<file path="src/rtl/song_pkg.sv">
// song_pkg
//   Shared definitions for the song sequencer: where the command fields sit
//   in a 16-bit song ROM word, the field widths, the sequencer state
//   encoding, and a decode helper that turns a ROM word into a player command.
//   No ports (package).
package song_pkg;

  // ROM word layout: [15] rest flag, [14:9] note, [8:3] duration, [2:0] reserved
  localparam int ROM_W    = 16;
  localparam int REST_BIT = 15;
  localparam int NOTE_MSB = 14;
  localparam int NOTE_LSB = 9;
  localparam int DUR_MSB  = 8;
  localparam int DUR_LSB  = 3;

  localparam int NOTE_W = 6;
  localparam int DUR_W  = 6;

  // A zero duration marks the end of a song.
  localparam logic [DUR_W-1:0] END_DURATION = '0;

  typedef enum logic [2:0] {
    IDLE,
    FETCH,
    DECODE,
    PLAY,
    DONE
  } state_t;

  typedef struct packed {
    logic              rest;
    logic [NOTE_W-1:0] note;
    logic [DUR_W-1:0]  dur;
  } cmd_t;

  // Only the meaningful bits are passed in, so the reserved bits can never
  // leak into a command. A rest always reports note 0.
  function automatic cmd_t decode_word(input logic [ROM_W-1:DUR_LSB] word);
    cmd_t cmd;
    cmd.rest = word[REST_BIT];
    cmd.note = word[REST_BIT] ? '0 : word[NOTE_MSB:NOTE_LSB];
    cmd.dur  = word[DUR_MSB:DUR_LSB];
    return cmd;
  endfunction

endpackage

</file>
<file path="src/rtl/song_reader.sv">
// song_reader
//   Sequencer between the song ROM and the note player. Holds the selected
//   song and a note index, fetches ROM entries (registered ROM, 1-cycle read
//   latency), decodes them into note/duration commands and hands each one to
//   the player with a one-cycle new_note pulse. Detects the end of a song,
//   supports pausing through the play level and restarts on a song change.
//
// Ports:
//   clk        in   system clock
//   reset      in   synchronous active-high reset
//   play       in   level, 1 = run, 0 = pause
//   song       in   selected song
//   note_done  in   pulse from the player when the current note has expired
//   rom_addr   out  {song_q, idx}, straight from registers
//   rom_dout   in   ROM word for the address presented in the previous cycle
//   note       out  note number (0 for a rest)
//   duration   out  note duration
//   is_rest    out  current command is a rest
//   new_note   out  pulse, note/duration/is_rest are fresh from this cycle
//   song_done  out  pulse when the song finishes
module song_reader
  import song_pkg::*;
#(
  parameter int SONG_BITS = 2,
  parameter int IDX_BITS  = 5
) (
  input  logic                          clk,
  input  logic                          reset,
  input  logic                          play,
  input  logic [SONG_BITS-1:0]          song,
  input  logic                          note_done,
  output logic [SONG_BITS+IDX_BITS-1:0] rom_addr,
  input  logic [ROM_W-1:0]              rom_dout,
  output logic [NOTE_W-1:0]             note,
  output logic [DUR_W-1:0]              duration,
  output logic                          is_rest,
  output logic                          new_note,
  output logic                          song_done
);

  localparam logic [IDX_BITS-1:0] IDX_LAST = '1;

  state_t               state;
  logic [SONG_BITS-1:0] song_q;
  logic [IDX_BITS-1:0]  idx;
  cmd_t                 cmd;

  // The reserved low bits of the ROM word carry no meaning for the player.
  logic unused_reserved;
  assign unused_reserved = ^rom_dout[DUR_LSB-1:0];

  assign rom_addr = {song_q, idx};
  assign cmd      = decode_word(rom_dout[ROM_W-1:DUR_LSB]);

  // Sequencer FSM and note index. The pulse outputs default low every cycle.
  // A song change outranks everything except reset: it restarts the index,
  // parks in IDLE and leaves the last command on the outputs untouched.
  always_ff @(posedge clk) begin
    if (reset) begin
      state     <= IDLE;
      idx       <= '0;
      song_q    <= song;
      note      <= '0;
      duration  <= '0;
      is_rest   <= 1'b0;
      new_note  <= 1'b0;
      song_done <= 1'b0;
    end else begin
      new_note  <= 1'b0;
      song_done <= 1'b0;
      if (song != song_q) begin
        song_q <= song;
        idx    <= '0;
        state  <= IDLE;
      end else begin
        case (state)
          // Also the pause state: idx is kept so play resumes where it left off.
          IDLE: begin
            if (play) state <= FETCH;
          end
          FETCH: begin
            state <= DECODE;
          end
          DECODE: begin
            if (cmd.dur == END_DURATION) begin
              song_done <= 1'b1;
              idx       <= '0;
              state     <= DONE;
            end else begin
              note     <= cmd.note;
              duration <= cmd.dur;
              is_rest  <= cmd.rest;
              new_note <= 1'b1;
              state    <= PLAY;
            end
          end
          PLAY: begin
            if (note_done) begin
              if (idx == IDX_LAST) begin
                idx       <= '0;
                song_done <= 1'b1;
                state     <= DONE;
              end else begin
                idx   <= idx + 1'b1;
                state <= play ? FETCH : IDLE;
              end
            end
          end
          // Wait for play to drop so the next press restarts from entry 0.
          DONE: begin
            idx <= '0;
            if (!play) state <= IDLE;
          end
          default: begin
            state <= IDLE;
          end
        endcase
      end
    end
  end

endmodule

</file>
<file path="config.mk">
export PLATFORM = sky130hd
export DESIGN_NAME = song_reader
export DESIGN_NICKNAME = d
export VERILOG_FILES = /design/src/rtl/song_pkg.sv /design/src/rtl/song_reader.sv
export SDC_FILE = /design/constraint.sdc
export NUM_CORES = 1
export LEC_CHECK = 0
export CAP_MARGIN = 10
export CORE_MARGIN = 2
export CORE_UTILIZATION = 45
export CTS_CLUSTER_SIZE = 24
export DETAILED_ROUTE_END_ITERATION = 8
export GPL_TIMING_DRIVEN = 0
export PLACE_DENSITY = 0.9
export SLEW_MARGIN = 20
export SYNTH_ARGS = -nofsm -noshare
export SYNTH_HDL_FRONTEND = slang
export SYNTH_SLANG_ARGS = --single-unit
</file>
<file path="constraint.sdc">
create_clock -name clk -period 5.1 [get_ports clk]
set_clock_uncertainty 0.15 [all_clocks]
set_input_delay 0.765 -clock clk [delete_from_list [all_inputs] [get_ports clk]]
set_output_delay 0.765 -clock clk [all_outputs]
set_load 0.005 [all_outputs]
</file>
==> run_results.csv, run 1 <==
group,metric,value,unit
status,outcome,"finished, final reports clean",
synth,ys_sh_xor,1.31,%
synth,yosys_area,1330,um^2
detailed_routing,met1_length,1.32,mm
timing,setup_viol,0,
synth,aoi_share,25.8,%
critical_path,crit_arrival,2350,ps
placement,dp.cells,206,
die,num_tap_cells,31,
global_routing,busiest_layer,"met2",
critical_path,regToRegSetupSlack,2970,ps
finish,stdcell_area,1790,um^2
power_and_ir_drop,p_int,0.253,mW
synth,ys_sh_simple,23.9,%
placement,dpl_worst_slack,2460,ps
worst_hold_path,hold_end,"note[4]$_SDFFE_PP0P_",
detailed_routing,route.detailed.drc,0,
synth,yosysWarnings,0,
synth,ys_cells,136,
synth,common_cells,"23 x dfxtp_1, 10 x a21oi_2, 9 x o21ai_2",
synth,async_reset_ff_share,0,%
critical_path,cp-startpoint,"rom_dout[3]",
timing,period_used_share,45.1,%
finish,drive_gt1_share,20.7,%
timing,rsz0062_at_grt,"false",
die,die_w,58.4,um
synth,edf_count,2,
detailed_routing,dr.first_iter.drc_count,34,
power_and_ir_drop,powerDensity,189,nW/um^2
timing,hold_viol,0,
timing,layout_min_cycle_time,2300,ps
global_routing,grt_first_pass_wirelength,5.46,mm
synth,mux_share,1.59,%
detailed_routing,wl_per_cell,15.2,um
global_routing,use_met2,33.5,%
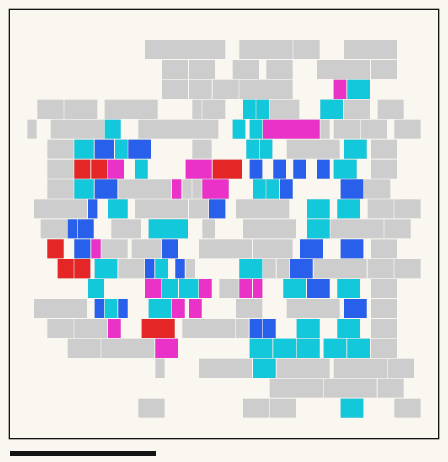
**Above:** run 1 (gate-type map).
Scale bar: 20 um.
[nor cells] magenta | cells: 15
[aoi and oai cells] cyan | cells: 41
[and/or cells] red | cells: 7 | where: west
[nand cells] blue | cells: 26
final cell count without fillers: 210
combinational share of cell area: 41.3%
Commonest Layout Cell: clkdlybuf4s50_1

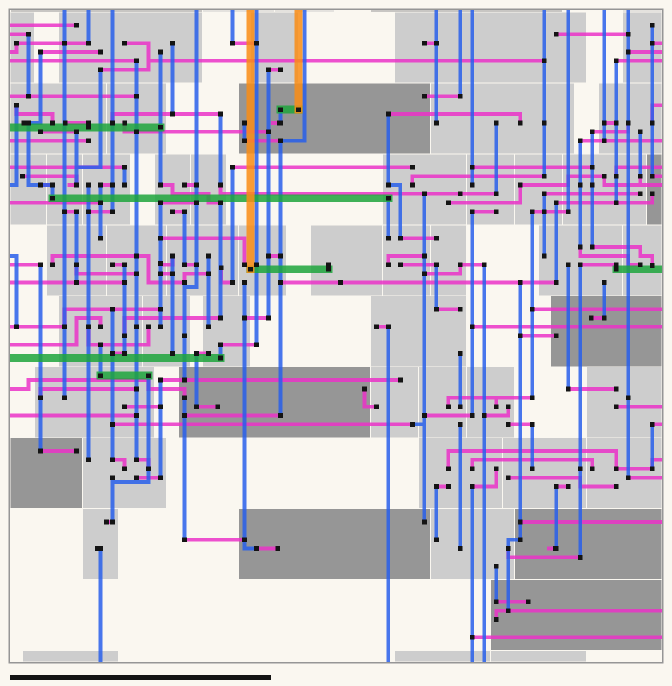
**Above:** run 1 (zoomed window).
Scale bar: 10 um. Region (17, 5) to (42, 30) um. Cells in grey, sequential cells in the stronger grey; small squares are vias.
[M1] magenta
[M2] blue
[M4] orange
[M3] green
sequential cells in the window: 6
cells with their middle in the window: 44
most frequent: dfxtp_1 (6)
netlist names of flops here include: duration (3), state (2)

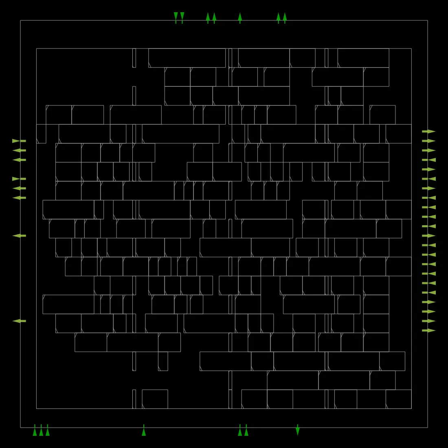
**Above:** run 1 (placed standard cells).
fraction of area in registers: 29.1%
Std-Cell Rows: 19
final core utilization: 64.3%

**Run 1: wire density map**

12 x 12 tiles, from black (low) to pale yellow (high), scaled to the fullest tile. Values are wire area over tile area, all layers added.
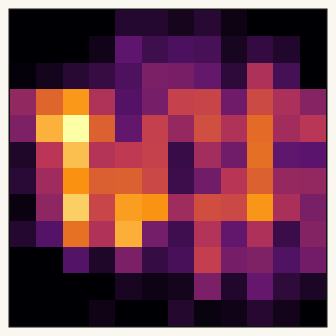

## Run 2: what changed since run 1
--- a/config.mk
+++ b/config.mk
@@ -7,11 +7,11 @@
 export LEC_CHECK = 0
 export CAP_MARGIN = 10
 export CORE_MARGIN = 2
-export CORE_UTILIZATION = 45
+export CORE_UTILIZATION = 41
 export CTS_CLUSTER_SIZE = 24
 export DETAILED_ROUTE_END_ITERATION = 8
 export GPL_TIMING_DRIVEN = 0
-export PLACE_DENSITY = 0.9
+export PLACE_DENSITY = 0.87
 export SLEW_MARGIN = 20
 export SYNTH_ARGS = -nofsm -noshare
 export SYNTH_HDL_FRONTEND = slang
==> constraint.sdc (replaced) <==
create_clock -name clk -period 2.1 [get_ports clk]
set_clock_uncertainty 0.15 [all_clocks]
set_input_delay 0.315 -clock clk [delete_from_list [all_inputs] [get_ports clk]]
set_output_delay 0.315 -clock clk [all_outputs]
set_load 0.005 [all_outputs]
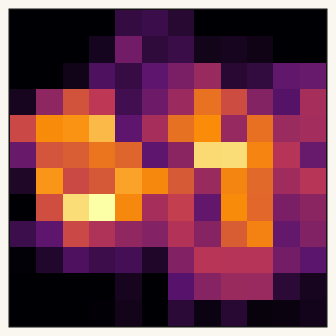
**Above:** run 2 (wire density map).
12 x 12 tiles, from black (low) to pale yellow (high), scaled to the fullest tile. Values are wire area over tile area, all layers added.
densest ninth of the die: west
fullest tile: 0.43
nearly empty tiles: 19%
tiles over half the peak: 24%

==> run_results.csv, run 2 <==
group,metric,value,unit
global_routing,use_met2,32.4,%
critical_path,cp-startpoint,"idx[0]$_SDFFE_PP0P_",
power_and_ir_drop,clkPwrFrac,26.1,%
synth,ys_sh_simple,23.9,%
timing,rsz0062_at_grt,"false",
synth,edf_count,2,
timing,hold_viol,0,
power_and_ir_drop,p_int,0.611,mW
worst_hold_path,hold_end,"idx[3]$_SDFFE_PP0P_",
critical_path,regToRegSetupSlack,110,ps
die,row_count,20,
critical_path,crit_arrival,2090,ps
synth,ys_sh_xor,1.31,%
finish,comb_share,40.8,%
power_and_ir_drop,p_seq,0.490,mW
placement,dp.cells,219,
die,die_y,61.0,um
synth,mux_share,1.59,%
synth,synthAdderAreaFrac,2.81,%
finish,num_antenna_cells,0,
critical_path,worstReg2RegEnd,"idx[3]$_SDFFE_PP0P_",
synth,aoi_share,25.8,%
synth,ys_cells,136,
finish,stdcell_area,1810,um^2
die,num_tap_cells,44,
detailed_routing,dr.first_iter.drc_count,58,
synth,yosys_area,1330,um^2
finish,drive_gt1_share,21.8,%
detailed_routing,wl_per_cell,14.4,um
placement,dpl_worst_slack,-58.5,ps
status,outcome,"finished, final reports clean",
synth,yosysWarnings,0,
synth,async_reset_ff_share,0,%
detailed_routing,route.detailed.drc,0,
clock_network,numCtsBuffers,3,
timing,layout_min_cycle_time,1990,ps
synth,ys_seq_elements,25,
detailed_routing,met1_length,1.45,mm
power_and_ir_drop,powerDensity,450,nW/um^2
global_routing,grt_first_pass_wirelength,5.10,mm
synth,ff_type,"dfxtp_1",
timing,period_used_share,94.6,%
**Run 2: gate-type map**

Scale bar: 20 um.
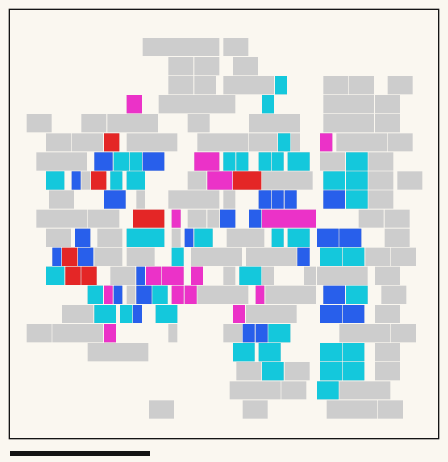

## Run 3: what changed since run 2
--- a/config.mk
+++ b/config.mk
@@ -6,12 +6,12 @@
 export NUM_CORES = 1
 export LEC_CHECK = 0
 export CAP_MARGIN = 10
-export CORE_MARGIN = 2
+export CORE_MARGIN = 4
 export CORE_UTILIZATION = 41
 export CTS_CLUSTER_SIZE = 24
 export DETAILED_ROUTE_END_ITERATION = 8
 export GPL_TIMING_DRIVEN = 0
-export PLACE_DENSITY = 0.87
+export PLACE_DENSITY = 0.76
 export SLEW_MARGIN = 20
 export SYNTH_ARGS = -nofsm -noshare
 export SYNTH_HDL_FRONTEND = slang
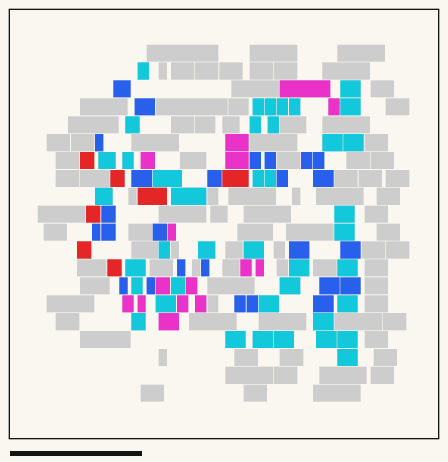
**Above:** run 3 (gate-type map).
Scale bar: 20 um.
[and/or cells] red | cells: 7 | where: west
[nand cells] blue | cells: 26
[aoi and oai cells] cyan | cells: 41
[nor cells] magenta | cells: 15
final cell count without fillers: 223
combinational share of cell area: 41.0%

==> run_results.csv, run 3 <==
group,metric,value,unit
finish,drive_gt1_share,22.9,%
detailed_routing,wl_per_cell,14.9,um
power_and_ir_drop,powerDensity,456,nW/um^2
timing,period_used_share,94.0,%
power_and_ir_drop,clkPwrFrac,27.1,%
timing,layout_min_cycle_time,1970,ps
finish,post-route-util,59.0,%
synth,edf_count,2,
status,outcome,"finished, final reports clean",
finish,num_antenna_cells,0,
global_routing,grt_first_pass_wirelength,5.58,mm
timing,hold_viol,0,
synth,mux_share,1.59,%
die,num_tap_cells,44,
die,die_y,65.0,um
critical_path,worstReg2RegEnd,"idx[3]$_SDFFE_PP0P_",
clock_network,numCtsBuffers,3,
worst_hold_path,hold_end,"idx[3]$_SDFFE_PP0P_",
finish,sh_seq_area,28.8,%
timing,setup_viol,0,
die,die_w,65.0,um
placement,dp.cells,219,
synth,ys_seq_elements,25,
placement,dpl_worst_slack,-138,ps
detailed_routing,dr.first_iter.drc_count,54,
synth,yosys_area,1330,um^2
synth,yosysWarnings,0,
detailed_routing,met1_length,1.41,mm
critical_path,regToRegSetupSlack,130,ps
critical_path,cp-startpoint,"idx[0]$_SDFFE_PP0P_",

==> screenshots <==
Clock distribution.
Plate I
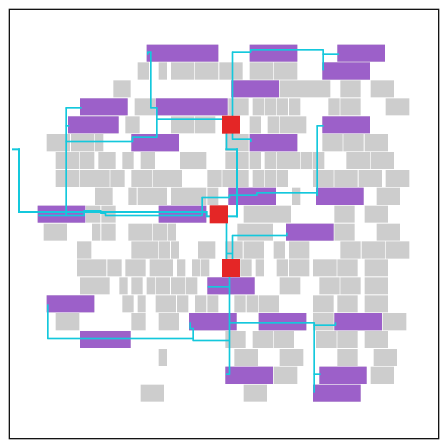
Plate II
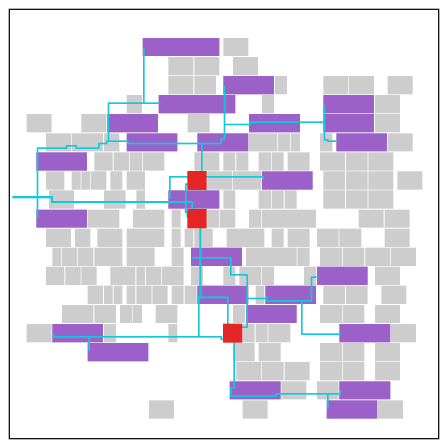
Plate III
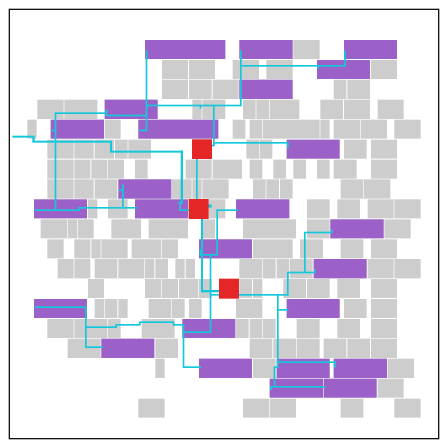
| from | picture |
|---|---|
| run 2 | Plate II |
| run 1 | Plate III |
| run 3 | Plate I |

Key to Plate I:
[clock wires] cyan | length: 319 um
[clock-net drivers] red | count: 3
[flip-flops] purple | count: 25
routed clock nets: 4

